**Run 1: clock distribution**

Bar = 20 um.
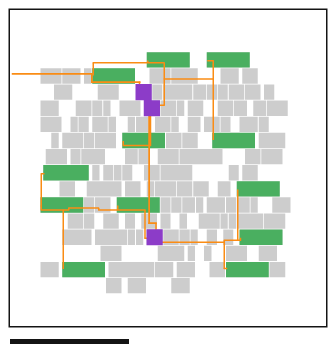
**Run 1: floorplan with the power grid**

Pins as bars on the die edge. Tap cells in grey.
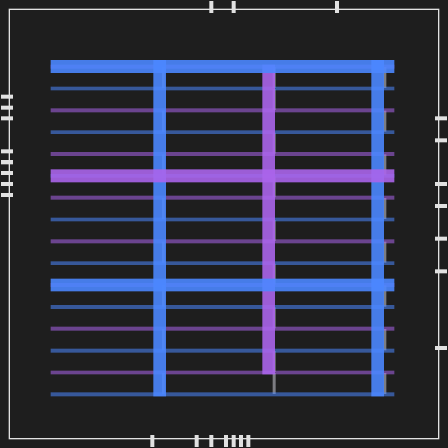
**Run 1: placement by cell class**

Bar = 20 um.
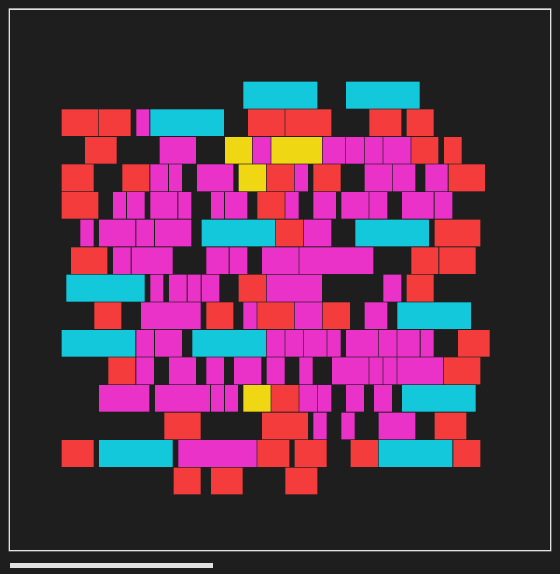
## src/rtl/bcd_countdown_pkg.sv

```systemverilog
// Shared types and constants for the packed-BCD countdown timer.
package bcd_countdown_pkg;

   typedef enum logic [1:0] {
      IDLE   = 2'd0,
      RUN    = 2'd1,
      PAUSED = 2'd2
   } cd_state_e;

   localparam logic [3:0] BCD_MAX  = 4'd9;
   localparam logic [3:0] BCD_ZERO = 4'd0;

endpackage

```

## src/rtl/bcd_digit_down.sv

```systemverilog
// One BCD digit of the decrement chain: subtracts the incoming borrow, wraps 0 -> 9.
module bcd_digit_down
   import bcd_countdown_pkg::*;
(
   input  logic [3:0] digit,
   input  logic       borrow_in,
   output logic [3:0] next_digit,
   output logic       borrow_out
);

   // Decrement this digit only when a borrow arrives from below
   always_comb begin
      next_digit = digit;
      borrow_out = 1'b0;
      if (borrow_in) begin
         if (digit == BCD_ZERO) begin
            next_digit = BCD_MAX;
            borrow_out = 1'b1;
         end else begin
            next_digit = digit - 4'd1;
         end
      end else begin
         next_digit = digit;
      end
   end

endmodule

```

## src/rtl/bcd_countdown.sv

```systemverilog
// Loadable packed-BCD countdown timer with IDLE/RUN/PAUSED control,
// terminal done pulse and a sticky flag for loads containing non-BCD digits.
module bcd_countdown
   import bcd_countdown_pkg::*;
#(
   parameter int NUM_DIGITS = 2
)(
   input  logic                      clk,
   input  logic                      reset,
   input  logic                      load,
   input  logic [4*NUM_DIGITS-1:0]   load_val,
   input  logic                      start,
   input  logic                      pause,
   input  logic                      tick,
   output logic [4*NUM_DIGITS-1:0]   count,
   output logic                      busy,
   output logic                      done,
   output logic                      err
);

   localparam int W = 4 * NUM_DIGITS;
   localparam logic [W-1:0] CNT_ONE = {{(W-1){1'b0}}, 1'b1};

   cd_state_e           state_r;
   logic [W-1:0]        count_r;
   logic                done_r;
   logic                err_r;

   logic [W-1:0]        dec_s;
   logic [NUM_DIGITS:0] borrow_s;
   logic                load_ok_s;
   logic                is_zero_s;
   logic                is_one_s;

   // The least significant digit always receives the decrement borrow
   assign borrow_s[0] = 1'b1;

   for (genvar g = 0; g < NUM_DIGITS; g++) begin : g_digit
      bcd_digit_down u_digit (
         .digit      (count_r[4*g +: 4]),
         .borrow_in  (borrow_s[g]),
         .next_digit (dec_s[4*g +: 4]),
         .borrow_out (borrow_s[g+1])
      );
   end

   // A load is accepted only if every nibble is a legal decimal digit
   always_comb begin
      load_ok_s = 1'b1;
      for (int i = 0; i < NUM_DIGITS; i++) begin
         if (load_val[4*i +: 4] > BCD_MAX) begin
            load_ok_s = 1'b0;
         end else begin
            load_ok_s = load_ok_s;
         end
      end
   end

   assign is_zero_s = (count_r == {W{1'b0}});
   assign is_one_s  = (count_r == CNT_ONE);

   // Controller and counter; a final borrow out of the chain means the
   // counter is already at zero, so the decrement is suppressed there
   always_ff @(posedge clk) begin
      if (reset) begin
         state_r <= IDLE;
         count_r <= {W{1'b0}};
         done_r  <= 1'b0;
         err_r   <= 1'b0;
      end else begin
         done_r <= 1'b0;
         if (load) begin
            state_r <= IDLE;
            if (load_ok_s) begin
               count_r <= load_val;
               err_r   <= 1'b0;
            end else begin
               err_r   <= 1'b1;
            end
         end else begin
            case (state_r)
               IDLE: begin
                  if (start && !err_r) begin
                     if (is_zero_s) begin
                        done_r  <= 1'b1;
                     end else begin
                        state_r <= RUN;
                     end
                  end
               end
               RUN: begin
                  if (pause) begin
                     state_r <= PAUSED;
                  end else if (tick && !borrow_s[NUM_DIGITS]) begin
                     count_r <= dec_s;
                     if (is_one_s) begin
                        done_r  <= 1'b1;
                        state_r <= IDLE;
                     end
                  end
               end
               PAUSED: begin
                  if (!pause && start) begin
                     state_r <= RUN;
                  end
               end
               default: begin
                  state_r <= IDLE;
               end
            endcase
         end
      end
   end

   assign count = count_r;
   assign done  = done_r;
   assign err   = err_r;
   assign busy  = (state_r != IDLE);

endmodule

```

## config.mk

```make
export PLATFORM = sky130hd
export DESIGN_NAME = bcd_countdown
export DESIGN_NICKNAME = d
export VERILOG_FILES = /design/src/rtl/bcd_countdown_pkg.sv /design/src/rtl/bcd_digit_down.sv /design/src/rtl/bcd_countdown.sv
export SDC_FILE = /design/constraint.sdc
export NUM_CORES = 1
export LEC_CHECK = 0
export CORE_MARGIN = 5
export CORE_UTILIZATION = 41
export CTS_CLUSTER_DIAMETER = 100
export CTS_CLUSTER_SIZE = 12
export DETAILED_ROUTE_END_ITERATION = 6
export PLACE_DENSITY_LB_ADDON = 0.1
export SLEW_MARGIN = 20
export SYNTH_ARGS = -nofsm -noshare
export SYNTH_HDL_FRONTEND = slang
export SYNTH_SLANG_ARGS = --single-unit
```

## constraint.sdc

```tcl
create_clock -name clk -period 1.7 [get_ports clk]
set_input_delay 0.51 -clock clk [delete_from_list [all_inputs] [get_ports clk]]
set_output_delay 0.51 -clock clk [all_outputs]
set_load 0.02 [all_outputs]
```

==> flow_summary_export.csv, run 1 <==
group,metric,value,unit
power,power_density,722,nW/um^2
timing,max-slew-margin-rel,0.727,
place,dpl.hpwl,1790,um
power,finalPower,0.869,mW
setup_path,cp.required,1900,ps
setup_path,startpoint_type,"input pin",
layout,layout_top_cell,"buf_4",
place,preCtsSetupSlack,-342,ps
clock_network,clk_pin_slew,90,ps
global_routing,grt_pass1_vias,880,
global_routing,grt_max_degree,12,
timing,finalHoldViolations,0,
setup_path,cp.arrival,1860,ps
setup_path,r2r_cells,4,
timing,drv_slew,0,
detailed_routing,post-route-drc-count,0,
setup_path,path_class,"input pin to register",
synth,netlist_top_cells_count,"dfxtp_1 (12), a21oi_1 (9), nor2_1 (9)",
synth,syn_avg_cell_area,8.17,um^2
synth,top_cells_by_area,"dfxtp_1 (31%), a21oi_1 (5.9%), o21ai_0 (5.2%), nor2_1 (4.4%), inv_1 (2.9%)",
layout,nets,152,
layout,final_cells,162,
detailed_routing,drt-total-wl,2340,um
synth,netlist.area_leader.share,0.313,
detailed_routing,vias_per_cell,5.61,
timing,setup_viol_count_final,0,
global_routing,track_usage,0.182,
layout,regArea,241,um^2
clock_network,cts_hold_buf,0,
synth,yosysCellCount,94,
power,p_leak,0.555,nW
timing,hold_slack,483,ps
place,placedInstanceArea,1150,um^2
floorplanning,fp_util,0.440,
layout,num-fill-cells,150,
synth,ys_chip_area,768,um^2
synth,syn_area,768,um^2
min_path,min_path_type,"register to register",
place,dp.cells,157,
timing,clock.fmax,0.603,GHz
timing,setup-tns-final,0,ps
power,vdd_ir_drop_max,404,uV
power,p_seq_frac,0.368,
clock_network,cts_tree,"yes",
layout,layout_top_cells,"buf_4 (18), dfxtp_1 (11), dlygate4sd2_1 (11)",
synth,synth.distinct_cells,37,
clock_network,htreeDepth,1,
synth,edf_count,0,
synth,synth_area_leader_cell,"dfxtp_1",
power,p_sw_frac,0.329,
global_routing,grt_overflow,0,
timing,period_minus_slack,1660,ps
global_routing,grt_pass1_wl,3820,um
power,p_sw,0.286,mW
detailed_routing,vias,909,
synth,ys.flops,12,
global_routing,grt_antenna_before_repair,0,
outcome,status,"finished clean",
layout,area_delta_synth_final,56.7,%
layout,final_area,1200,um^2
setup_path,end_kind,"register",
run,cap_violations,0,
timing,finalClockPeriodUsage,0.976,
floorplanning,rows,15,
synth,syn_inst,94,
detailed_routing,ant_nets,0,
setup_path,cp_max_fo,5,
clock_network,clk_path_buf_depth,2,
timing,worst_pin_slew,406,ps
timing,fin_skew,7.05,ps
layout,drive_gt1_frac,0.241,
clock_network,numCtsBuffers,3,
synth,syn-num-nets,108,
synth,most_common_cell,"dfxtp_1",
place,routabilityCongestion,0.883,
synth,ys_warn_count,0,
min_path,whs_path_depth,2,
detailed_routing,wl_per_cell,14.4,um
layout,comb_area,508,um^2
place,port_buffers,24,
power,p_int,0.583,mW
synth,flop_cell,"dfxtp_1",
floorplanning,die-area,2840,um^2
timing,worst_slack,41.1,ps
synth,async_reset_ff_frac,0,
power,pwr-share-comb,0.360,
run,tool_warnings,26,
synth,synth_seq_share,0.313,
layout,num_antenna_cells,0,
clock_network,cts_root_buffer,"clkbuf_4",
detailed_routing,drt_iter0_drc,16,
detailed_routing,drt-pass1-iter-count,4,
floorplanning,io_pins,25,
clock_network,clock_sinks,12,
layout,fin_util,0.690,
-- 'clock distribution' (at the start) --
- cells driving clock nets: purple (count 3)
- flip-flops: green (count 12)
- clock wires: orange (length 177 um)
- routed clock nets: 4
Clock power frac: 0.272
Late-Pin Clk Latency: 280 ps

-- 'floorplan with the power grid' (at the start) --
- VDD: purple
- VSS: blue
- met4 straps: 3
- tap cells: 25
- met1 rails: 16
chip height: 53.3 um
die width: 53.3 um
Core Area: 1750 um^2

-- 'placement by cell class' (at the start) --
- clock drivers and dummy loads: yellow (cells 4; share of their area 3.1%)
- all other logic: magenta (cells 79; share of their area 45%)
- flops: cyan (cells 12; share of their area 21%)
- other buffers and delay cells: red (cells 42; share of their area 31%)

==> run 1: worst paths after layout <==
check / from / to / slack [ps]
min: err / err / 480
min reg2reg: err / err / 480
max reg2reg: count[7] / count[6] / 180
max: load_val[6] / count[3] / 40
==> run 1: layout make-up <==
| class | instances | share of cell area |
|---|---|---|
| clock buffer | 4 | 0.0301 |
| inverter | 6 | 0.0187 |
| multi-input combinational | 73 | 0.422 |
| sequential | 12 | 0.201 |
| tap | 25 | 0.0260 |
| timing repair buffer | 42 | 0.302 |
==> run 1: power by group through the flow <==
stage                     logic [mW]  registers (mW)  clock network [mW]
final                          0.313           0.320               0.236
after CTS                      0.309           0.320               0.240
after detailed placement       0.317           0.327                   0
after global placement         0.315           0.326                   0
after floorplan                0.144           0.356                   0
after global routing           0.338           0.324               0.244
==> run 1: layer usage <==
metal | share of wire | track usage
met1 | 0.43 | 0.209
met2 | 0.50 | 0.331
met3 | 0.054 | 0.0338
met4 | 0.0081 | 0.0596
met5 | 0 | 0
==> run 1: critical path, cell delays in order <==
cell,delay [ps]
clkdlybuf4s50_1,420
nor2_1,300
o221a_4,290
nand2b_4,80
a221oi_2,250
==> run 1: cells by family (layout without fill, tap and decap cells) <==
family | Yosys count | after routing | synth area share
AND/OR/NAND/NOR | 34 | 34 | 0.270
flip-flops | 12 | 12 | 0.313
multiplexers | 2 | 2 | 0.0261
buffers and inverters | 9 | 52 | 0.0456
AND-OR/OR-AND | 37 | 37 | 0.345
==> run 1: flip-flops by register name, summed over array words and instances (netlist names) <==
name	cells
count	8
done	1
err	1
state_r	2
==> run 1: repair_timing <==
action / CTS / global route
buffers inserted: 0 / 1
setup endpoints to repair: 17 / 8
pin swaps: 1 / 3
gates resized: 15 / 5
==> run 1 -> run 2 <==
GPL_TIMING_DRIVEN = 1   (was not set)
**Run 2: clock distribution**

Bar = 20 um.
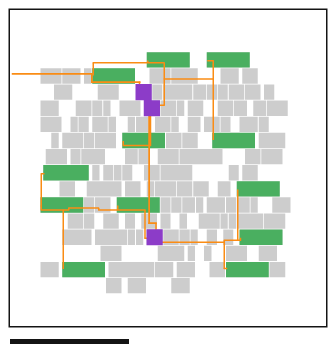
- cells driving clock nets: purple (count 3)
- clock wires: orange (length 177 um)
- flip-flops: green (count 12)
- routed clock nets: 4
clock-net power: 0.236 mW
Final Skew: 7.05 ps

==> flow_summary_export.csv, run 2 <==
group,metric,value,unit
detailed_routing,drt-pass1-iter-count,4,
min_path,whs_path_depth,2,
synth,syn_inst,94,
layout,num-fill-cells,150,
detailed_routing,post-route-drc-count,0,
floorplanning,die-area,2840,um^2
floorplanning,fp_util,0.440,
run,cap_violations,0,
place,routabilityCongestion,0.883,
detailed_routing,ant_nets,0,
setup_path,path_class,"input pin to register",
clock_network,numCtsBuffers,3,
setup_path,startpoint_type,"input pin",
detailed_routing,drt-total-wl,2340,um
synth,synth_seq_share,0.313,
run,tool_warnings,26,
layout,final_area,1200,um^2
synth,most_common_cell,"dfxtp_1",
setup_path,max_stage_delay,420,ps
global_routing,grt_antenna_before_repair,0,
place,dp.cells,157,
synth,ys_warn_count,0,
setup_path,cp_max_fo,5,
synth,netlist.area_leader.share,0.313,
min_path,min_path_type,"register to register",
setup_path,cp.arrival,1860,ps
clock_network,clock_sinks,12,
synth,synth.distinct_cells,37,
detailed_routing,vias,909,
global_routing,track_usage,0.182,
setup_path,end_kind,"register",
timing,max-slew-margin-rel,0.727,
setup_path,cp.required,1900,ps
power,p_leak,0.555,nW
layout,drive_gt1_frac,0.241,
floorplanning,io_pins,25,
place,dpl.hpwl,1790,um
setup_path,r2r_cells,4,
global_routing,grt_max_degree,12,
place,port_buffers,24,
layout,nets,152,
synth,top_cells_by_area,"dfxtp_1 (31%), a21oi_1 (5.9%), o21ai_0 (5.2%), nor2_1 (4.4%), inv_1 (2.9%)",
setup_path,r2r_start,"count[7]",
synth,edf_count,0,
clock_network,htreeDepth,1,
layout,layout_top_cells,"buf_4 (18), dfxtp_1 (11), dlygate4sd2_1 (11)",
setup_path,r2r_slack,180,ps
timing,finalHoldViolations,0,
synth,ys_chip_area,768,um^2
global_routing,grt_pass1_vias,880,
synth,syn_area,768,um^2
layout,largest_reg_flops,8,
synth,yosysCellCount,94,
layout,area_delta_synth_final,56.7,%
synth,synth_area_leader_cell,"dfxtp_1",
global_routing,grt_overflow,0,
synth,flop_cell,"dfxtp_1",
outcome,status,"finished clean",
clock_network,cts_hold_buf,0,
synth,syn-num-nets,108,
timing,period_minus_slack,1660,ps
power,vdd_ir_drop_max,404,uV
timing,finalClockPeriodUsage,0.976,
setup_path,cp_cell_sequence,"clkdlybuf4s50_1 -> nor2_1 -> o221a_4 -> nand2b_4 -> a221oi_2",
min_path,hold_start,"err",
clock_network,clk_pin_slew,90,ps
floorplanning,rows,15,
min_path,hold_path_end,"err",
timing,clock.fmax,0.603,GHz
place,placedInstanceArea,1150,um^2
setup_path,crit_buf_inv,1,
timing,worst_pin_slew,406,ps
layout,fin_util,0.690,
timing,setup_viol_count_final,0,
setup_path,critical_path.slowest_cell,"clkdlybuf4s50_1",
floorplanning,fp.dieH,53.3,um
timing,drv_slew,0,
detailed_routing,vias_per_cell,5.61,
detailed_routing,wl_per_cell,14.4,um
floorplanning,fp.dieW,53.3,um
timing,hold_slack,483,ps
synth,netlist_top_cells_count,"dfxtp_1 (12), a21oi_1 (9), nor2_1 (9)",
clock_network,cts_root_buffer,"clkbuf_4",
global_routing,grt_pass1_wl,3820,um
layout,num_antenna_cells,0,
setup_path,cpLargestDelayFamily,"AND-OR/OR-AND gates",
power,power_density,722,nW/um^2
clock_network,clk_path_buf_depth,2,
detailed_routing,drt_iter0_drc,16,
timing,setup-tns-final,0,ps
clock_network,clk_latency,280,ps
**Run 2: selected gate families**

Bar = 20 um.
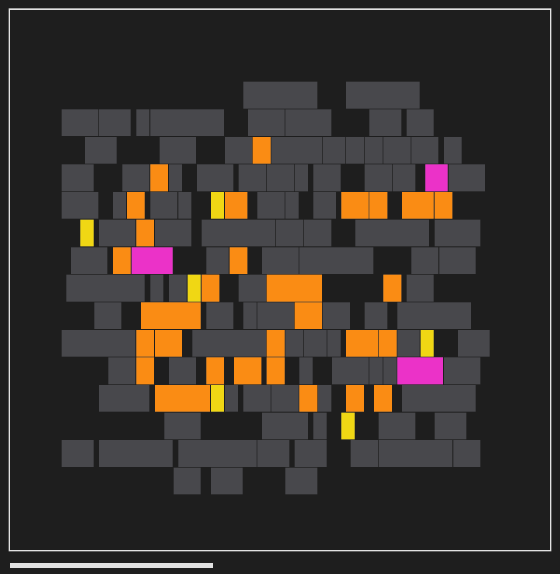
- inverters: yellow (cells 6; most used inv_1)
- inverting AOI/OAI gates: orange (cells 29; most used a21oi_1)
- AND and OR gates: magenta (cells 3)
Commonest Layout Cell: buf_4
final cell count without fillers: 162
Comb/total area: 0.422

## run 2: where the power goes
| part | total [mW] | switching, mW | internal (mW) |
|---|---|---|---|
| clock | 0.236 | 0.106 | 0.130 |
| sequential | 0.320 | 0.0193 | 0.301 |
| combinational | 0.313 | 0.161 | 0.152 |
## run 2: what timing repair did
item	in CTS	in global routing
setup endpoints to repair	17	8
pin swaps	1	3
gates resized	15	5
buffers inserted	0	1
## run 2: kinds of logic (layout without fill, tap and decap cells)
kind of cell | after synthesis | count (layout) | synth area share
flip-flops | 12 | 12 | 0.313
buffers and inverters | 9 | 52 | 0.0456
AND/OR/NAND/NOR | 34 | 34 | 0.270
multiplexers | 2 | 2 | 0.0261
AND-OR/OR-AND | 37 | 37 | 0.345
## run 2: area by class of cell
cell class | count | area [um^2] | area share
multi-input combinational | 73 | 508 | 0.422
tap | 25 | 31.3 | 0.0260
sequential | 12 | 241 | 0.201
timing repair buffer | 42 | 364 | 0.302
clock buffer | 4 | 36.3 | 0.0301
inverter | 6 | 22.5 | 0.0187
## run 2: worst min-delay path: stages (launching register included)
cell	delay, ps
dfxtp_1	330
nand2_1	60
a21oi_1	50
## run 2: routing by layer
| metal | track usage | vias up | wire [um] |
|---|---|---|---|
| met5 | 0 | - | 0 |
| met4 | 0.0596 | 0 | 19 |
| met3 | 0.0338 | 2 | 126 |
| met2 | 0.331 | 26 | 1180 |
| met1 | 0.209 | 430 | 1010 |
| li1 | - | 451 | - |
## run 2: worst max path at each step
stage                     start  slack (ps)  endpoint  cells after the start
detailed placement        pause        -340  count[2]                      5
CTS                  state_r[1]           7      busy                      2
finish              load_val[6]          40  count[3]                      5
global placement          pause        -320  count[2]                      5
global route               tick          -3  count[3]                      5
floorplan              count[7]         200  count[6]                      4
Power figures rest on the tool's default switching activity, not on a simulated workload.
